**src/rtl/uart_ctrl.sv**
```systemverilog
// uart_ctrl: memory-mapped UART controller for the MIPS data bus.
//   Bus side : sysclk, reset (async, active-low), addr, MemRead, MemWrite,
//              wdata -> rdata (combinational), irq (level).
//   Sender   : TX_DATA/TX_EN out, TX_STATUS in (1 = idle, asynchronous).
//   Receiver : RX_DATA/RX_STATUS in (RX_STATUS asynchronous, rising = new byte).
// Outgoing bytes queue in a TX_DEPTH-entry FIFO and are handed to the sender
// one frame at a time. Received bytes are latched on the synchronized
// RX_STATUS rising edge. Registers: TXD (write-only), RXD (read-only), CON.
module uart_ctrl #(
  parameter int unsigned TX_DEPTH = 4,
  parameter logic [31:0] TXD_ADDR = 32'h4000_0018,
  parameter logic [31:0] RXD_ADDR = 32'h4000_001C,
  parameter logic [31:0] CON_ADDR = 32'h4000_0020
) (
  input  logic        sysclk,
  input  logic        reset,
  input  logic [31:0] addr,
  input  logic        MemRead,
  input  logic        MemWrite,
  input  logic [31:0] wdata,
  output logic [31:0] rdata,
  output logic        irq,
  output logic [7:0]  TX_DATA,
  output logic        TX_EN,
  input  logic        TX_STATUS,
  input  logic [7:0]  RX_DATA,
  input  logic        RX_STATUS
);

  localparam int unsigned PW = $clog2(TX_DEPTH);
  localparam int unsigned CW = PW + 1;

  typedef enum logic [1:0] {
    S_IDLE  = 2'd0,
    S_START = 2'd1,
    S_WAIT  = 2'd2
  } state_t;

  // Synchronizers: TX_STATUS idles high, RX_STATUS idles low.
  logic txs_s1_q, txs_s_q;
  logic rxs_s1_q, rxs_s_q, rxs_d_q;

  state_t          state_q, state_d;
  logic            tx_en_q, tx_en_d;
  logic [7:0]      tx_hold_q, tx_hold_d;
  logic [PW-1:0]   wr_ptr_q, wr_ptr_d;
  logic [PW-1:0]   rd_ptr_q, rd_ptr_d;
  logic [CW-1:0]   count_q, count_d;
  logic [7:0]      fifo_mem [TX_DEPTH];

  logic            tx_done_q, tx_done_d;
  logic            tx_ie_q, tx_ie_d;
  logic            rx_ie_q, rx_ie_d;
  logic            rx_valid_q, rx_valid_d;
  logic            rx_ovr_q, rx_ovr_d;
  logic [7:0]      rx_buf_q, rx_buf_d;

  logic wr_txd, wr_con, rd_rxd;
  logic tx_full, tx_empty, tx_busy;
  logic push, pop, done_set, rx_rise;

  logic unused_wdata;
  assign unused_wdata = ^wdata[31:8];

  assign wr_txd   = MemWrite && (addr == TXD_ADDR);
  assign wr_con   = MemWrite && (addr == CON_ADDR);
  assign rd_rxd   = MemRead  && (addr == RXD_ADDR);

  assign tx_full  = (count_q == CW'(TX_DEPTH));
  assign tx_empty = (count_q == '0);
  assign tx_busy  = (state_q != S_IDLE) || !tx_empty;

  // A write to a full FIFO is dropped even if a pop happens in the same cycle.
  assign push     = wr_txd && !tx_full;
  assign pop      = (state_q == S_IDLE) && !tx_empty && txs_s_q;
  assign rx_rise  = rxs_s_q && !rxs_d_q;

  always_comb begin
    state_d  = state_q;
    tx_en_d  = tx_en_q;
    done_set = 1'b0;
    unique case (state_q)
      S_IDLE: begin
        if (pop) begin
          tx_en_d = 1'b1;
          state_d = S_START;
        end
      end
      S_START: begin
        if (!txs_s_q) begin
          tx_en_d = 1'b0;
          state_d = S_WAIT;
        end
      end
      S_WAIT: begin
        if (txs_s_q) begin
          done_set = 1'b1;
          state_d  = S_IDLE;
        end
      end
      default: begin
        tx_en_d = 1'b0;
        state_d = S_IDLE;
      end
    endcase
  end

  always_comb begin
    wr_ptr_d  = push ? wr_ptr_q + 1'b1 : wr_ptr_q;
    rd_ptr_d  = pop  ? rd_ptr_q + 1'b1 : rd_ptr_q;
    tx_hold_d = pop  ? fifo_mem[rd_ptr_q] : tx_hold_q;
    unique case ({push, pop})
      2'b10:   count_d = count_q + 1'b1;
      2'b01:   count_d = count_q - 1'b1;
      default: count_d = count_q;
    endcase
  end

  // Flag updates: a set event always overrides a software clear.
  always_comb begin
    tx_done_d  = tx_done_q;
    if (wr_con && wdata[2]) tx_done_d = 1'b0;
    if (done_set)           tx_done_d = 1'b1;

    rx_ovr_d   = rx_ovr_q;
    if (wr_con && wdata[6])     rx_ovr_d = 1'b0;
    if (rx_rise && rx_valid_q)  rx_ovr_d = 1'b1;

    rx_valid_d = rx_valid_q;
    if (rd_rxd)  rx_valid_d = 1'b0;
    if (rx_rise) rx_valid_d = 1'b1;

    rx_buf_d   = rx_rise ? RX_DATA : rx_buf_q;
    tx_ie_d    = wr_con ? wdata[0] : tx_ie_q;
    rx_ie_d    = wr_con ? wdata[1] : rx_ie_q;
  end

  always_ff @(posedge sysclk or negedge reset) begin
    if (!reset) begin
      txs_s1_q   <= 1'b1;
      txs_s_q    <= 1'b1;
      rxs_s1_q   <= 1'b0;
      rxs_s_q    <= 1'b0;
      rxs_d_q    <= 1'b0;
      state_q    <= S_IDLE;
      tx_en_q    <= 1'b0;
      tx_hold_q  <= '0;
      wr_ptr_q   <= '0;
      rd_ptr_q   <= '0;
      count_q    <= '0;
      tx_done_q  <= 1'b0;
      tx_ie_q    <= 1'b0;
      rx_ie_q    <= 1'b0;
      rx_valid_q <= 1'b0;
      rx_ovr_q   <= 1'b0;
      rx_buf_q   <= '0;
    end else begin
      txs_s1_q   <= TX_STATUS;
      txs_s_q    <= txs_s1_q;
      rxs_s1_q   <= RX_STATUS;
      rxs_s_q    <= rxs_s1_q;
      rxs_d_q    <= rxs_s_q;
      state_q    <= state_d;
      tx_en_q    <= tx_en_d;
      tx_hold_q  <= tx_hold_d;
      wr_ptr_q   <= wr_ptr_d;
      rd_ptr_q   <= rd_ptr_d;
      count_q    <= count_d;
      tx_done_q  <= tx_done_d;
      tx_ie_q    <= tx_ie_d;
      rx_ie_q    <= rx_ie_d;
      rx_valid_q <= rx_valid_d;
      rx_ovr_q   <= rx_ovr_d;
      rx_buf_q   <= rx_buf_d;
    end
  end

  // Storage needs no reset: reset empties the FIFO through the pointers/count.
  always_ff @(posedge sysclk) begin
    if (push) fifo_mem[wr_ptr_q] <= wdata[7:0];
  end

  always_comb begin
    rdata = '0;
    if (MemRead) begin
      if (addr == RXD_ADDR) begin
        rdata = {24'b0, rx_buf_q};
      end else if (addr == CON_ADDR) begin
        rdata = {25'b0, rx_ovr_q, tx_full, tx_busy, rx_valid_q,
                 tx_done_q, rx_ie_q, tx_ie_q};
      end
    end
  end

  assign irq     = (tx_ie_q && tx_done_q) || (rx_ie_q && rx_valid_q);
  assign TX_DATA = tx_hold_q;
  assign TX_EN   = tx_en_q;

endmodule

```
**config.mk**
```make
export PLATFORM = sky130hd
export DESIGN_NAME = uart_ctrl
export DESIGN_NICKNAME = d
export VERILOG_FILES = /design/src/rtl/uart_ctrl.sv
export SDC_FILE = /design/constraint.sdc
export NUM_CORES = 1
export LEC_CHECK = 0
export ABC_AREA = 1
export CAP_MARGIN = 20
export CORE_MARGIN = 2
export CORE_UTILIZATION = 25
export DETAILED_ROUTE_END_ITERATION = 8
export GPL_ROUTABILITY_DRIVEN = 0
export PLACE_DENSITY_LB_ADDON = 0.25
export SYNTH_ARGS = -nofsm -noshare
export SYNTH_HDL_FRONTEND = slang
export SYNTH_SLANG_ARGS = --single-unit
```
**constraint.sdc**
```tcl
create_clock -name sysclk -period 2.25 [get_ports sysclk]
set_input_delay 0.225 -clock sysclk [delete_from_list [all_inputs] [get_ports sysclk]]
set_output_delay 0.225 -clock sysclk [all_outputs]
set_load 0.005 [all_outputs]
```
**Run 1: I/O pins on the die edge**

Pins as bars across the die edge, other pins in grey.
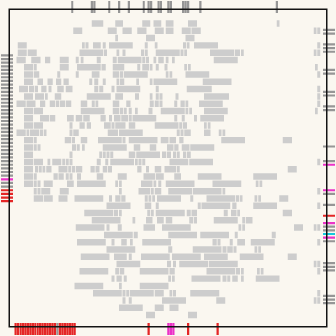
[cyan] `reset` | pins: 1 | direction: input | edge: right
[magenta] `TX_DATA` | pins: 8 | direction: output | edge: 4 right, 3 bottom, 1 left
[red] `wdata` | pins: 32 | direction: input | edge: 27 bottom, 4 left, 1 right
all pins by edge: 41 left, 31 bottom, 30 right, 18 top
Chip Height: 118 um
Die X-Extent: 118 um
IO Port Bufs: 71

**Run 1: sequential cells grouped by signal name**

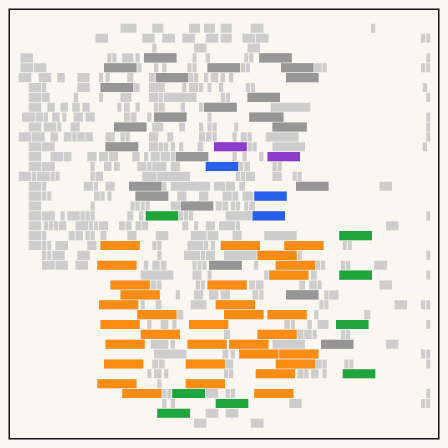
[orange] `fifo_mem` | placed flops: 32
[green] `TX_DATA` | placed flops: 8
[purple] `state_q` | placed flops: 2
[blue] `count_q` | placed flops: 3
not coloured: 23
fraction of area in registers: 40.2%
register area: 1860 sq um
fin util: 36.6%
Power Sequential: 1600 uW

**Run 1: clock wiring as the flow saved it**

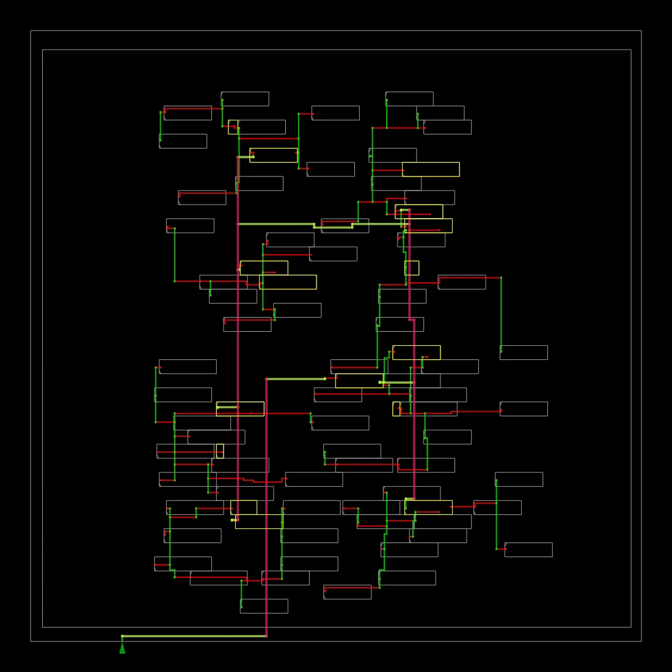
Skew-Pair Late Insertion Delay: 0.33 ns
Flops: 68
Final Skew: 0.00627 ns
CTS sink cnt: 68
clk pwr: 1510 uW

**Run 1: logic cells by family**

Bar = 20 um.
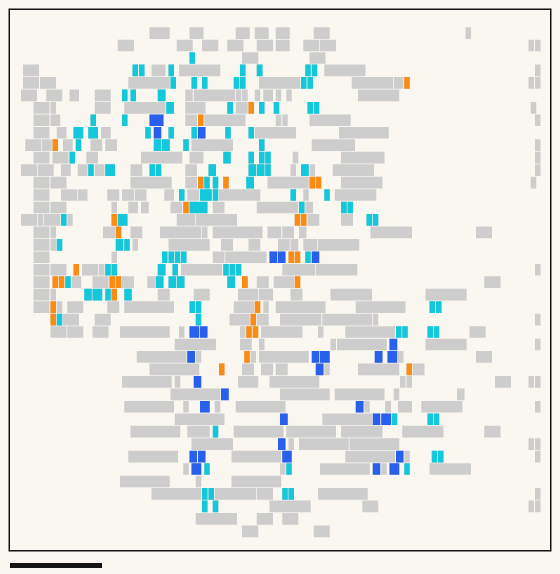
[orange] inv cells | cells: 32 | most used: inv_1
[cyan] nand cells | cells: 117 | most used: nand2_1
[blue] aoi and oai cells | cells: 30 | most used: o21ai_0

==> notes.md, run 1 <==
flow finished, numbers: drt first pass iters=4, Pwr Density=896 nW/um^2, Synth Seq Share=57.5%, hold crit path type=in -> async, Peak VDD IR=359 uV, total gr overflow=0, largest net degree at the start of global routing=37, Top cells by area=edfxtp_1, dfrtp_1, nand2_1, Mapped Area=3240 sq um, Routed WL per cell=11.6 um, top cells by count=nand2_1, nor2_1, dfrtp_1, proportion of layout cells with a drive suffix above 1=16.0%, I/O pin total=120, Slew headroom=42.6%, most numerous logic cell after layout=nand2_1, asr flop ratio synth=52.9%, # rows=41, Syn Inst Count=356, final hold violations=0, yosys warns=0, vias per cell=4.08, CP required=2.03 ns, Final Max Slew Viols=0, Top reg by flops=fifo_mem, post_cts resized=14, fin worst setup slack=0.154 ns, Mux area share=0%, H-tree levels=3, Setup CP Type=in -> out, Filler Cell Count=1,315, CP Cell Sequence=clkdlybuf4s50_1 > buf_4 > nand2_1 > inv_1 > nand4_1 > nor2_2 > buf_4 > nand3_1 > a21oi_1 > dlygate4sd2_1, initial antenna violation count=0, CP startpoint kind=primary input, Synth Area per Inst=9.11 sq um, detailed router's first-iteration violation count=67, Slew @ Worst Pin=0.862 ns, most frequent cells in the layout=nand2_1, clkdlybuf4s50_1, nor2_1, CP max stage cell=clkdlybuf4s50_1, Non-clock buffer share=20.3%, DRC=0, hpwl dp=5410 um, fin crit share=93.2%, non-filler cells, final=641, Design Area, Final=4640 sq um, Place WS=-0.151 ns, clock-pin transition on the worst setup and hold timing paths=0.05 ns, Post-synth EDFFs=32, yosys simple share=23.3%, hold-fix buffers at CTS=0, Root Buffer Master=clkbuf_16, Min Clock Period, post-route=2.10 ns, status=completed, via count=2,613, most frequent cell after synthesis=nand2_1, Die ar.=13,900 sq um, Comb area share=25.4%, Fin Setup TNS=0 ns, Pwr Total=4160 uW, clk buf depth=2, Post-synth top flop=dfrtp_1, Top delay family on crit path=buffers and inverters, # Post-CTS Setup Buffers=2, GR Util All Layers=11.4%, Flops after synth=68, CTS tree=done, Pre-Place Util=25.6%, crit end category=output port, vias in the first global route=2,630, Synth Area in XOR/XNOR=1.08%, Tap Count=172, Buffers excl. clock=104, Slowest Stage Delay on Critical Path=0.48 ns
-- run 1: report_power, final --
part	internal [uW]	switching (uW)
clock network	999	508
registers	1470	124
logic	503	551
total	2970	1180
-- run 1: path summary, 6_finish.rpt --
kind	startpoint	endpoint	slack, ns	depth (start not counted)
max reg2reg	count_q[0]	count_q[2]	0.24	10
max in group asynchronous	reset	wr_ptr_q[1]	1.70	1
min	reset	TX_DATA[4]	0.009	1
max	addr[3]	rdata[0]	0.15	10
min reg2reg	rxs_s1_q	rxs_s_q	0.35	0
min in group sysclk	TX_STATUS	txs_s1_q	0.33	1
-- run 1: per-layer routing --
metal	vias to the layer above	part of all wire (%)	track usage, %
li1	1315	-	-
met1	1203	45	13.7
met2	84	46	18.9
met3	11	6.1	2.86
met4	0	2.4	5.87
met5	-	0	0
==> run 2, diff against run 1 <==
Settings changed: CELL_PAD_IN_SITES_DETAIL_PLACEMENT set to 1, CELL_PAD_IN_SITES_GLOBAL_PLACEMENT set to 1.
**Run 2: signal wires by layer**

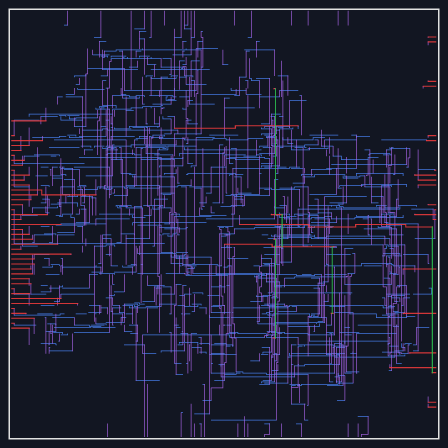
[red] M3 | wire length: 452 um
[blue] M1 | wire length: 3,510 um
[green] M4 | wire length: 129 um
[purple] M2 | wire length: 4,050 um
GR Util All Layers: 12.3%
via count: 2,608
Post-Route WL: 8140 um
Routed WL per cell: 12.9 um

**Run 2: I/O pins on the die edge**

Pins as bars across the die edge, other pins in grey.
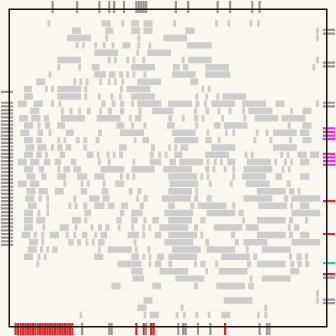
[cyan] `reset` | pins: 1 | direction: input | edge: right
[magenta] `TX_DATA` | pins: 8 | direction: output | edge: right
[red] `wdata` | pins: 32 | direction: input | edge: 29 bottom, 3 right

==> notes.md, run 2 <==
flow finished, numbers: CTS tree=done, DR top layer=met4, top cells by count=nand2_1, nor2_1, dfrtp_1, Pre-Place Util=25.6% (unchanged), met1 Use GR=14.5% (+0.79 points), total gr overflow=0 (unchanged), proportion of layout cells with a drive suffix above 1=13.9% (-2.1 points), Synth Area in XOR/XNOR=1.08% (unchanged), CTS sink cnt=68 (unchanged), post_cts resized=15 (+1), non-filler cells, final=632 (-1.4%), hpwl dp=6090 um (+13%), Fin Setup TNS=0 ns (unchanged), Buffers excl. clock=95 (-8.7%), status=completed, top power group=sequential cells, # rows=41 (unchanged), Pwr Density=885 nW/um^2 (-1.2%), clk pwr=1280 uW (-15%), vias per cell=4.13 (+1.2%), grt met2 use=21.4% (+2.5 points), CP startpoint kind=primary input, detailed router's first-iteration violation count=97 (+45%), initial antenna violation count=0 (unchanged), Chip Height=118 um (unchanged), fin worst setup slack=0.171 ns (+0.0165 ns), Psw=1250 uW (+6.1%), Logic pwr share=27.9% (+2.5 points), Synth Area per Inst=9.11 sq um (unchanged), Flops=68 (unchanged), Place WS=-0.213 ns (-0.0616 ns), Critical path origin=addr[28], DRC=0 (unchanged), CP max stage cell=clkdlybuf4s50_1, Post-synth top flop=dfrtp_1, crit end category=register, H-tree levels=3 (unchanged), P_comb=1120 uW (+7%), IO Port Bufs=71 (unchanged), clock-pin transition on the worst setup and hold timing paths=0.06 ns (about the same), Slew @ Worst Pin=0.865 ns (+0.00367 ns), hold-fix buffers at CTS=0 (unchanged), yosys warns=0 (unchanged), Filler Cell Count=1,493 (+14%), FF-to-FF path depth=10 (unchanged), Critical Path End=count_q[2], register area=1860 sq um (unchanged), Power Sequential=1610 uW (about the same), Final Max Slew Viols=0 (unchanged), Slew headroom=42.3% (-0.24 points), Comb area share=26.1% (+0.73 points), Top cells by area=edfxtp_1, dfrtp_1, nand2_1, Flops after synth=68 (unchanged), fin util=35.8% (-0.80 points), Peak VDD IR=412 uV (+15%), hold crit path type=in -> async, wl on met1=3510 um (+3.9%), worst r2r src=count_q[0], vias in the first global route=2,780 (+5.7%), Net Sw Frac=31.2% (+2.8 points), Skew-Pair Late Insertion Delay=0.32 ns (about the same)
## run 2: critical path: cells and delay by family
kind	cells	cell delay, ns
AOI/OAI and AO/OA	2	0.23
and+or+nand+nor	6	0.39
adders and majority gates	2	0.49
xor gates and xnor gates	1	0.16
buffers and inverters	4	0.78
## run 2: metrics by stage
| step | total power, uW | area, sq um | hold slack [ns] |
|---|---|---|---|
| 2_1_floorplan | 2190 | 3330 | -0.0706 |
| 3_3_place_gp | 2670 | 4210 | 0.337 |
| 3_5_place_dp | 2740 | 4210 | 0.343 |
| 4_1_cts | 4040 | 4510 | 0.0506 |
| 5_1_grt | 4270 | 4540 | 0.0832 |
| 6_report | 4020 | 4540 | 0.00900 |
No activity file was given, so power comes from the tool's default toggle rates.
